## config.mk

```make
export PLATFORM = sky130hd
export DESIGN_NAME = boot_load_sequencer
export DESIGN_NICKNAME = d
export VERILOG_FILES = /design/src/rtl/boot_load_sequencer.sv
export SDC_FILE = /design/constraint.sdc
export NUM_CORES = 1
export LEC_CHECK = 0
export CAP_MARGIN = 20
export CORE_ASPECT_RATIO = 0.9
export CORE_MARGIN = 1.5
export CORE_UTILIZATION = 59
export CTS_BUF_LIST = sky130_fd_sc_hd__clkbuf_2
export DETAILED_ROUTE_END_ITERATION = 6
export PLACE_DENSITY_LB_ADDON = 0.12
export SLEW_MARGIN = 25
export SYNTH_ARGS = -nofsm -noshare
export SYNTH_HDL_FRONTEND = slang
export SYNTH_SLANG_ARGS = --single-unit
```

## constraint.sdc

```tcl
create_clock -name clock -period 4.8 [get_ports clock]
set_clock_uncertainty 0.2 [all_clocks]
set_input_delay 0.96 -clock clock [delete_from_list [all_inputs] [get_ports clock]]
set_output_delay 0.96 -clock clock [all_outputs]
set_load 0.05 [all_outputs]
```

## src/rtl/boot_load_sequencer.sv

```systemverilog
// Program-load sequencer for the UART boot path: debounces start_pg, holds the CPU in reset
// during a load, steers loader writes to ROM or data RAM and releases the CPU when loading ends.
module boot_load_sequencer #(
  parameter int unsigned DEB_CYC      = 1000000,
  parameter int unsigned DRAIN_CYC    = 16,
  parameter int unsigned LOAD_TIMEOUT = 0
) (
  input  logic        clock,
  input  logic        rst,
  input  logic        start_pg,
  input  logic        upg_wen_i,
  input  logic [14:0] upg_adr_i,
  input  logic        upg_done_i,
  output logic        upg_rst_o,
  output logic        cpu_rst_o,
  output logic        rom_wen_o,
  output logic        dmem_wen_o,
  output logic        load_active_o,
  output logic [15:0] words_loaded_o,
  output logic        load_err_o
);

  localparam int DW  = $clog2(DEB_CYC + 1);
  localparam int DRW = (DRAIN_CYC > 1) ? $clog2(DRAIN_CYC) : 1;
  localparam int IW  = (LOAD_TIMEOUT > 1) ? $clog2(LOAD_TIMEOUT) : 1;

  typedef enum logic [2:0] {
    S_HOLD  = 3'd0,
    S_RUN   = 3'd1,
    S_LOAD  = 3'd2,
    S_DRAIN = 3'd3,
    S_ERR   = 3'd4
  } state_t;

  state_t           state_q, state_d;
  logic             sync1_q, sync2_q;
  logic [DW-1:0]    deb_q, deb_d;
  logic             armed_q, armed_d;
  logic [DRW-1:0]   drain_q, drain_d;
  logic [IW-1:0]    idle_q, idle_d;
  logic [15:0]      words_q, words_d;
  logic             err_q, err_d;
  logic             trigger;
  logic             in_load;
  logic             timeout_hit;

  // NOTE: sequential state uses non-blocking (<=) so every flop samples pre-edge values.
  always_ff @(posedge clock or posedge rst) begin
    if (rst) begin
      sync1_q <= 1'b0;
      sync2_q <= 1'b0;
      state_q <= S_HOLD;
      deb_q   <= '0;
      armed_q <= 1'b0;
      drain_q <= '0;
      idle_q  <= '0;
      words_q <= '0;
      err_q   <= 1'b0;
    end else begin
      sync1_q <= start_pg;
      sync2_q <= sync1_q;
      state_q <= state_d;
      deb_q   <= deb_d;
      armed_q <= armed_d;
      drain_q <= drain_d;
      idle_q  <= idle_d;
      words_q <= words_d;
      err_q   <= err_d;
    end
  end

  // Trigger is level-qualified by armed, so a held button fires exactly once.
  assign trigger     = armed_q && (deb_q == DW'(DEB_CYC));
  assign in_load     = (state_q == S_LOAD);
  assign timeout_hit = (LOAD_TIMEOUT != 0) && (idle_q == IW'(LOAD_TIMEOUT - 1));

  // NOTE: every always_comb output gets a default first so no latch is inferred.
  always_comb begin
    state_d = state_q;
    deb_d   = deb_q;
    armed_d = armed_q;
    drain_d = drain_q;
    idle_d  = idle_q;
    words_d = words_q;
    err_d   = err_q;

    if (!sync2_q) begin
      deb_d = '0;
    end else if (deb_q != DW'(DEB_CYC)) begin
      deb_d = deb_q + 1'b1;
    end

    if (trigger) begin
      armed_d = 1'b0;
    end else if (!sync2_q) begin
      armed_d = 1'b1;
    end

    unique case (state_q)
      S_HOLD: state_d = S_RUN;
      S_RUN, S_ERR: begin
        if (trigger) begin
          state_d = S_LOAD;
          words_d = '0;
          idle_d  = '0;
          err_d   = 1'b0;
        end
      end
      S_LOAD: begin
        if (upg_wen_i) begin
          idle_d = '0;
          if (words_q != 16'hFFFF) words_d = words_q + 16'd1;
        end else begin
          idle_d = idle_q + 1'b1;
        end
        // Done outranks timeout; a write in the same cycle suppresses timeout.
        if (upg_done_i) begin
          state_d = S_DRAIN;
          drain_d = '0;
        end else if (!upg_wen_i && timeout_hit) begin
          state_d = S_ERR;
          err_d   = 1'b1;
        end
      end
      S_DRAIN: begin
        if (drain_q == DRW'(DRAIN_CYC - 1)) begin
          state_d = S_RUN;
        end else begin
          drain_d = drain_q + 1'b1;
        end
      end
      default: state_d = S_HOLD;
    endcase
  end

  assign rom_wen_o      = in_load && upg_wen_i && !upg_adr_i[14];
  assign dmem_wen_o     = in_load && upg_wen_i &&  upg_adr_i[14];
  assign load_active_o  = in_load || (state_q == S_DRAIN);
  assign upg_rst_o      = !load_active_o;
  assign cpu_rst_o      = (state_q != S_RUN);
  assign words_loaded_o = words_q;
  assign load_err_o     = err_q;

endmodule
```

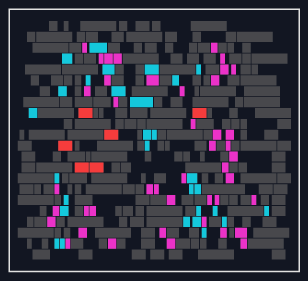
run_1/logic_types.png
(4 px per um)
legend:
  cyan:
    family: nor cells
    cells: 29
    most_used: nor2_1
  red:
    family: mux cells
    cells: 6
    most_used: mux2i_1
  magenta:
    family: nand cells
    cells: 43
    most_used: nand2_1

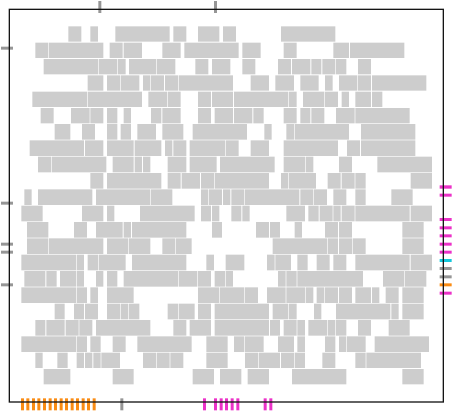
run_1/io_placement.png
(6 px per um) Pins as bars across the die edge, other pins in gray.
legend:
  magenta:
    port: words_loaded_o
    pins: 16
    direction: output
    edge: 8 right, 8 bottom
  orange:
    port: upg_adr_i
    pins: 15
    direction: input
    edge: 14 bottom, 1 right
  cyan:
    port: upg_wen_i
    pins: 1
    direction: input
    edge: right

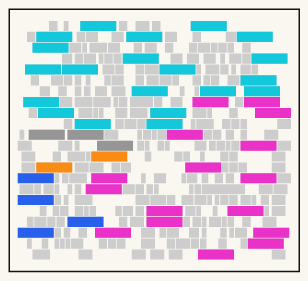
run_1/flops_by_reg.png
(4 px per um) Other sequential cells in the stronger gray, the rest of the logic in the fainter gray.
legend:
  blue:
    netlist_name: drain_q
    flops: 4
    where: bottom left
  orange:
    netlist_name: state_q
    flops: 2
  magenta:
    netlist_name: words_loaded_o
    flops: 16
  cyan:
    netlist_name: deb_q
    flops: 20

==> flow_metrics.py, run 1 <==
# Metrics from the implementation run
metrics = {
    "clocking": {
        "h-tree-depth": 2,
        "clock-sinks": 45,
        "cts_buffers": 5,
        "cts_root_buf": "clkbuf_2",
        "clock_path_buffers": 2,
        "post_cts_buffers": 0,
        "ctsResizeCount": 0,
        "cts_tree": "built",
        "clock_latency_ns": 0.42,
        "path_clk_slew_ns": 0.22,
        "cts_hold_buf": 0,
    },
    "floorplanning": {
        "die-area_um2": 4700,
        "core_um2": 4100,
        "rows": 22,
        "die_x_um": 72.1,
        "fp.dieH_um": 65.2,
        "io_pins": 42,
        "fp_util_pct": 61.8,
    },
    "finish": {
        "final-comb-area_um2": 1320,
        "diodes": 0,
        "post-route-util_pct": 70.2,
        "fin_area_um2": 2880,
        "layout_top_cell": "dfrtp_1",
        "finalNonFillerCells": 338,
        "drive_above_1_share_pct": 6.21,
        "final_cell_mix": "dfrtp_1, clkdlybuf4s50_1, and2_1, a31oi_1, nand2_1",
        "areaGrowthSynthToFinish_pct": 13.5,
        "n_fill_cell": 313,
    },
    "grt": {
        "grt_usage_pct": 24.0,
        "gr-total-overflow": 0,
        "grt_pass1_wl_mm": 8.80,
        "grt_antenna_before_repair": 0,
        "grt_max_degree": 46,
        "grt_pass1_vias": 1970,
    },
    "sta": {
        "finalHoldViolCount": 0,
        "relSlewSlack_pct": 49.0,
        "drv_slew": 0,
        "fmax_mhz": 253,
        "worst_pin_slew_ns": 0.764,
        "setup_tns_ns": 0,
        "setup_viol": 0,
        "finalCriticalPeriod_ns": 3.95,
        "fin_crit_sh_pct": 82.4,
        "rsz0062_at_grt": "false",
    },
    "route": {
        "detail-route-antenna-nets": 0,
        "vias": 2090,
        "vias_per_cell": 6.18,
        "wl_per_cell_um": 15.6,
        "drc": 0,
        "drt_iter0_markers": 242,
        "drt-total-wl_mm": 5.26,
        "drt_pass1_iterations": 5,
    },
    "hold_path": {
        "min_from": "sync1_q",
        "hold_path.class": "reg -> reg",
        "hold-path-endpoint": "sync2_q",
        "worstHoldPathCells": 0,
    },
    "critical_path": {
        "r2r_cells": 6,
        "slowest_delay_ns": 0.82,
        "endpoint_kind": "output port",
        "worstPathMaxFanout": 21,
        "worstPathRequired_ns": 3.64,
        "cpMaxStageDelayCell": "clkdlybuf4s50_1",
        "regToRegStartpoint": "state_q[0]",
        "cp_top_family": "buffers and inverters",
        "critPathKind": "reg -> out",
        "rrSetupSlack_ns": 2.16,
        "crit_arrival_ns": 2.79,
        "timing.rr.end": "words_loaded_o[11]",
        "cp-start-kind": "flop",
        "worstPathBufferInverterCount": 2,
    },
    "outcome": {
        "status": "finished clean",
    },
    "pwr": {
        "leakagePower_nw": 1.24,
        "power_uw": 621,
        "peakVddDrop_uv": 220,
        "p_per_area_nw_per_um2": 216,
    },
    "logic_synthesis": {
        "syn_nets": 293,
        "top_area_cell": "dfrtp_1",
        "synthCells": 265,
        "syn_area_um2": 2540,
        "async_flop_share_pct": 100,
        "yosysUniqueCellTypes": 50,
        "yosysWarnings": 0,
        "synth-main-ff-cell": "dfrtp_1",
        "synth_seq_share_pct": 44.4,
        "ys.flops": 45,
        "edf_count": 0,
        "topCellsByArea": "dfrtp_1, a31oi_1, and2_1",
        "yosysCellCount": 265,
        "yosysTopAreaCellShare_pct": 44.4,
        "syn-mean-instance-area_um2": 9.57,
        "synth-area-yosys_um2": 2540,
    },
    "placed_design": {
        "place_congestion": 0.831,
        "port_buffers": 26,
        "dp_cells": 330,
        "place_area_um2": 2810,
        "detailed_place_hpwl_mm": 3.56,
    },
    "run": {
        "max_cap_viol_count": 0,
        "warnings": 44,
    },
}
## run 1: cell families (layout without fill, tap and decap cells)
kind of cell / after synthesis / count (layout) / share of synthesized area, %
AND-OR/OR-AND: 53 / 53 / 13.6
XOR/XNOR: 17 / 17 / 5.87
adder cells (fa/ha/maj): 8 / 8 / 3.95
buffers and inverters: 23 / 48 / 3.90
flip-flops: 45 / 45 / 44.4
multiplexers: 6 / 6 / 2.37
other: 1 / 1 / 0.148
AND/OR/NAND/NOR: 112 / 112 / 25.8
## run 1: per-stage QoR
| stage | worst slack [ns] | hold slack, ns |
|---|---|---|
| finish | 0.847 | 0.157 |
| global route | 0.647 | 0.187 |
| CTS | 0.873 | 0.161 |
| detailed placement | 1.07 | 0.136 |
| global placement | 1.12 | 0.135 |
| floorplan | 1.95 | 0.131 |
## run 1: cell type report
class | instances | share of cell area (%)
multi-input cells | 197 | 45.7
flip-flops and latches | 45 | 39.1
repair buffers | 26 | 9.04
well taps | 48 | 2.09
inverters | 14 | 1.87
clock inverters | 2 | 1.17
clock buffers | 6 | 1.04
## run 1: worst max-delay path by stage
stage | start | endpoint | slack [ns] | cells after the start
after floorplan | state_q[0] | dmem_wen_o | 1.95 | 5
after global placement | upg_wen_i | rom_wen_o | 1.12 | 4
after detailed placement | upg_wen_i | rom_wen_o | 1.07 | 4
after CTS | state_q[0] | rom_wen_o | 0.87 | 5
after global routing | state_q[0] | rom_wen_o | 0.65 | 5
final | state_q[0] | rom_wen_o | 0.85 | 5
## run 1: report_power, final
| part | switching [mW] | total [mW] | internal, mW | leakage [nW] |
|---|---|---|---|---|
| Combinational | 0.0138 | 0.0222 | 0.00838 | 0.634 |
| Sequential | 0.00475 | 0.387 | 0.383 | 0.569 |
| Clock | 0.123 | 0.211 | 0.0887 | 0.0406 |
## run 1: synth_stat cells (all sizes together), types with 6 or more instances
master,n
xor2,7
xnor2,10
clkbuf,6
a21oi,9
nand3,11
nand2,17
ha,8
and2,18
and3,11
mux2i,6
nor2,14
nand4,9
o21ai,10
a31oi,18
inv,14
dfrtp,45
## run 1: per-layer routing
metal | wire length, um | track usage (%) | vias up
met2 | 2450 | 38.2 | 59
met5 | 0 | 0 | -
li1 | - | - | 1002
met1 | 2560 | 33.2 | 1019
met3 | 180 | 4.14 | 10
met4 | 73 | 8.49 | 0
## run 1: flip-flops by register name, summed over array words and instances, names as in the netlist
register and flops:
words_loaded_o 16, sync2_q 1, drain_q 4, state_q 2
sync1_q 1, deb_q 20, armed_q 1
run_1/detail.png
Window x 24 to 49, y 7 to 32 um. Cells in gray, sequential cells in the stronger gray; small squares are vias.
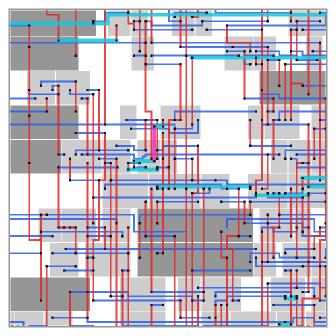

==> run 2: changes to the inputs <==
--- a/config.mk
+++ b/config.mk
@@ -8,7 +8,7 @@
 export CAP_MARGIN = 20
 export CORE_ASPECT_RATIO = 0.9
 export CORE_MARGIN = 1.5
-export CORE_UTILIZATION = 59
+export CORE_UTILIZATION = 50
 export CTS_BUF_LIST = sky130_fd_sc_hd__clkbuf_2
 export DETAILED_ROUTE_END_ITERATION = 6
 export PLACE_DENSITY_LB_ADDON = 0.12
==> constraint.sdc (replaced) <==
create_clock -name clock -period 3.4 [get_ports clock]
set_clock_uncertainty 0.2 [all_clocks]
set_input_delay 0.68 -clock clock [delete_from_list [all_inputs] [get_ports clock]]
set_output_delay 0.68 -clock clock [all_outputs]
set_load 0.05 [all_outputs]
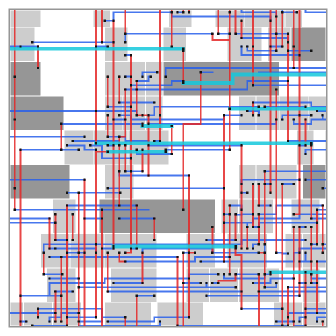
run_2/detail.png
Window x 27 to 52, y 9 to 34 um. Cells in gray, sequential cells in the stronger gray; small squares are vias.
legend:
  cyan:
    layer: metal 3
  red:
    layer: metal 2
  blue:
    layer: metal 1
sequential cells in the window: 3
cells with their middle in the window: 46
most frequent: nand2_1 (5), a31oi_1 (5), nor2_1 (4)
netlist names of flops here include: words_loaded_o (3)

==> flow_metrics.py, run 2 <==
# Metrics from the implementation run
metrics = {
    "route": {
        "drt_iter0_markers": 94,
        "met1_length_mm": 2.61,
        "dr_wl_met2_mm": 2.26,
        "drc": 0,
        "top_layer": "met4",
        "drt-total-wl_mm": 5.19,
        "vias_per_cell": 5.75,
        "vias": 2048,
        "wl_met3_um": 244,
    },
    "outcome": {
        "status": "finished clean",
    },
    "critical_path": {
        "critPathKind": "reg -> out",
        "endpoint_kind": "output port",
        "worstPathMaxFanout": 7,
        "crit_arrival_ns": 2.28,
        "worstPathRequired_ns": 2.52,
    },
    "pwr": {
        "leakagePower_nw": 1.25,
        "p_sw_share_pct": 24.1,
        "pwr-share-comb_pct": 4.1,
        "p_int_uw": 600,
        "p_sw_uw": 190,
        "clkPwrFrac_pct": 26.7,
        "peakVddDrop_uv": 178,
        "p_per_area_nw_per_um2": 275,
    },
    "logic_synthesis": {
        "syn_nets": 293,
        "topCellsByArea": "dfrtp_1, a31oi_1, and2_1",
        "synthCells": 265,
        "synth_seq_share_pct": 44.4,
        "synth-area-yosys_um2": 2540,
        "synth.cellmix.simpleShare_pct": 25.8,
        "ys.flops": 45,
        "syn-mean-instance-area_um2": 9.57,
        "top_area_cell": "dfrtp_1",
        "yosysUniqueCellTypes": 50,
        "syn_area_um2": 2540,
        "netlist_logic_family_top": "simple AND/OR/NAND/NOR gates",
        "aoi_share_pct": 13.6,
        "yosysCellCount": 265,
        "ys_sh_mux_pct": 2.37,
        "ys_sh_xor_pct": 5.87,
        "edf_count": 0,
        "yosysTopAreaCellShare_pct": 44.4,
        "yosys-top-cells-count": "dfrtp_1, a31oi_1, and2_1",
        "async_flop_share_pct": 100,
        "synth-main-ff-cell": "dfrtp_1",
        "adder_share_pct": 3.95,
        "top_cell": "dfrtp_1",
    },
    "clocking": {
        "clock_path_buffers": 2,
        "path_clk_slew_ns": 0.21,
        "cts_tree": "built",
        "h-tree-depth": 2,
        "clock-sinks": 45,
        "post_cts_buffers": 0,
        "cts_buffers": 5,
        "cts_hold_buf": 0,
        "clock_latency_ns": 0.40,
        "ctsResizeCount": 0,
    },
    "sta": {
        "setup_tns_ns": 0,
        "setup_viol": 0,
        "drv_slew": 0,
        "finalCriticalPeriod_ns": 3.16,
        "fin_crit_sh_pct": 93.0,
        "fmax_mhz": 316,
        "finalHoldViolCount": 0,
        "worst_pin_slew_ns": 0.783,
    },
    "placed_design": {
        "place_congestion": 0.854,
        "port_buffers": 26,
        "dp_cells": 349,
        "detailed_place_hpwl_mm": 3.56,
    },
    "finish": {
        "diodes": 0,
        "post-route-util_pct": 59.1,
        "finalNonFillerCells": 356,
        "areaGrowthSynthToFinish_pct": 13.4,
        "largest_register_ffs": 20,
        "largest-register": "deb_q",
    },
    "grt": {
        "grt_max_degree": 46,
        "grt_pass1_vias": 1844,
        "grt_antenna_before_repair": 0,
        "gr-total-overflow": 0,
        "grt_usage_pct": 20.2,
        "grt_pass1_wl_mm": 8.83,
    },
    "run": {
        "warnings": 44,
    },
    "floorplanning": {
        "die-area_um2": 5510,
        "rows": 24,
        "die_x_um": 78.1,
        "fp.dieH_um": 70.6,
    },
    "hold_path": {
        "hold_path.class": "reg -> reg",
    },
}
==> run 2: cell types whose count changed in the layout (fill, tap and decap cells not counted) <==
cell / previous run / this run
a21oi_1: 7 / 8
a21oi_2: 2 / 1
buf_4: 0 / 4
bufinv_16: 1 / 0
clkdlybuf4s50_1: 26 / 24
==> run 2: path summary, 6_finish.rpt <==
| kind | startpoint | end | slack (ns) | depth (start not counted) |
|---|---|---|---|---|
| worst max-delay path | state_q[0] | upg_rst_o | 0.24 | 4 |
| worst min-delay path | sync1_q | sync2_q | 0.19 | 0 |
| worst max register to register | deb_q[15] | words_loaded_o[15] | 0.78 | 5 |
| worst min register to register | sync1_q | sync2_q | 0.19 | 0 |
| max in group asynchronous | rst | words_loaded_o[2] | 2.05 | 2 |
| min in group asynchronous | rst | drain_q[2] | 0.48 | 2 |
==> run 2: final cells by class <==
class / count / area (um^2)
Clock buffer: 6 / 30.0
Tap cell: 65 / 81.3
Multi-Input combinational cell: 197 / 1310
Inverter: 14 / 53.8
Fill cell: 442 / 1990
Timing Repair Buffer: 28 / 270
Sequential cell: 45 / 1130
Clock inverter: 1 / 3.75
==> run 2: power groups by stage <==
stage / Clock, mW / Sequential [mW] / Combinational [mW]
final: 0.211 / 0.547 / 0.0322
after global routing: 0.248 / 0.549 / 0.0365
after CTS: 0.224 / 0.547 / 0.0333
after detailed placement: 0 / 0.556 / 0.0331
after global placement: 0 / 0.556 / 0.0323
after floorplan: 0 / 0.552 / 0.0229
==> run 2: cells by family (layout without fill, tap and decap cells) <==
kind of cell	after synthesis	count (layout)
mux	6	6
buf+inv	23	49
compound gates	53	53
other cells	1	1
flops	45	45
simple gates	112	112
xor+xnor	17	17
fa+ha+maj	8	8
==> run 2: critical path, cell delays in order (launching register included) <==
cell and delay (ns):
dfrtp_1 0.46, ha_1 0.28, or2_2 0.31, inv_1 0.06, clkdlybuf4s50_1 0.79
==> run 2: per-layer routing <==
layer / up-vias / GRT usage, %
met3: 7 / 3.87
met2: 48 / 30.2
met1: 981 / 29.6
met4: 0 / 7.14
met5: - / 0
li1: 1012 / -
==> run 2: metrics by stage <==
| step | instance area, um^2 | setup WS [ns] | hold slack (ns) | total power, mW |
|---|---|---|---|---|
| after global routing | 2880 | 0.100 | 0.234 | 0.834 |
| final | 2880 | 0.238 | 0.187 | 0.790 |
| after floorplan | 2540 | 0.835 | 0.131 | 0.575 |
| after CTS | 2880 | 0.179 | 0.186 | 0.805 |
| after global placement | 2840 | 0.692 | 0.134 | 0.589 |
| after detailed placement | 2840 | 0.689 | 0.140 | 0.589 |
Power is estimated from default activity; no workload was simulated.
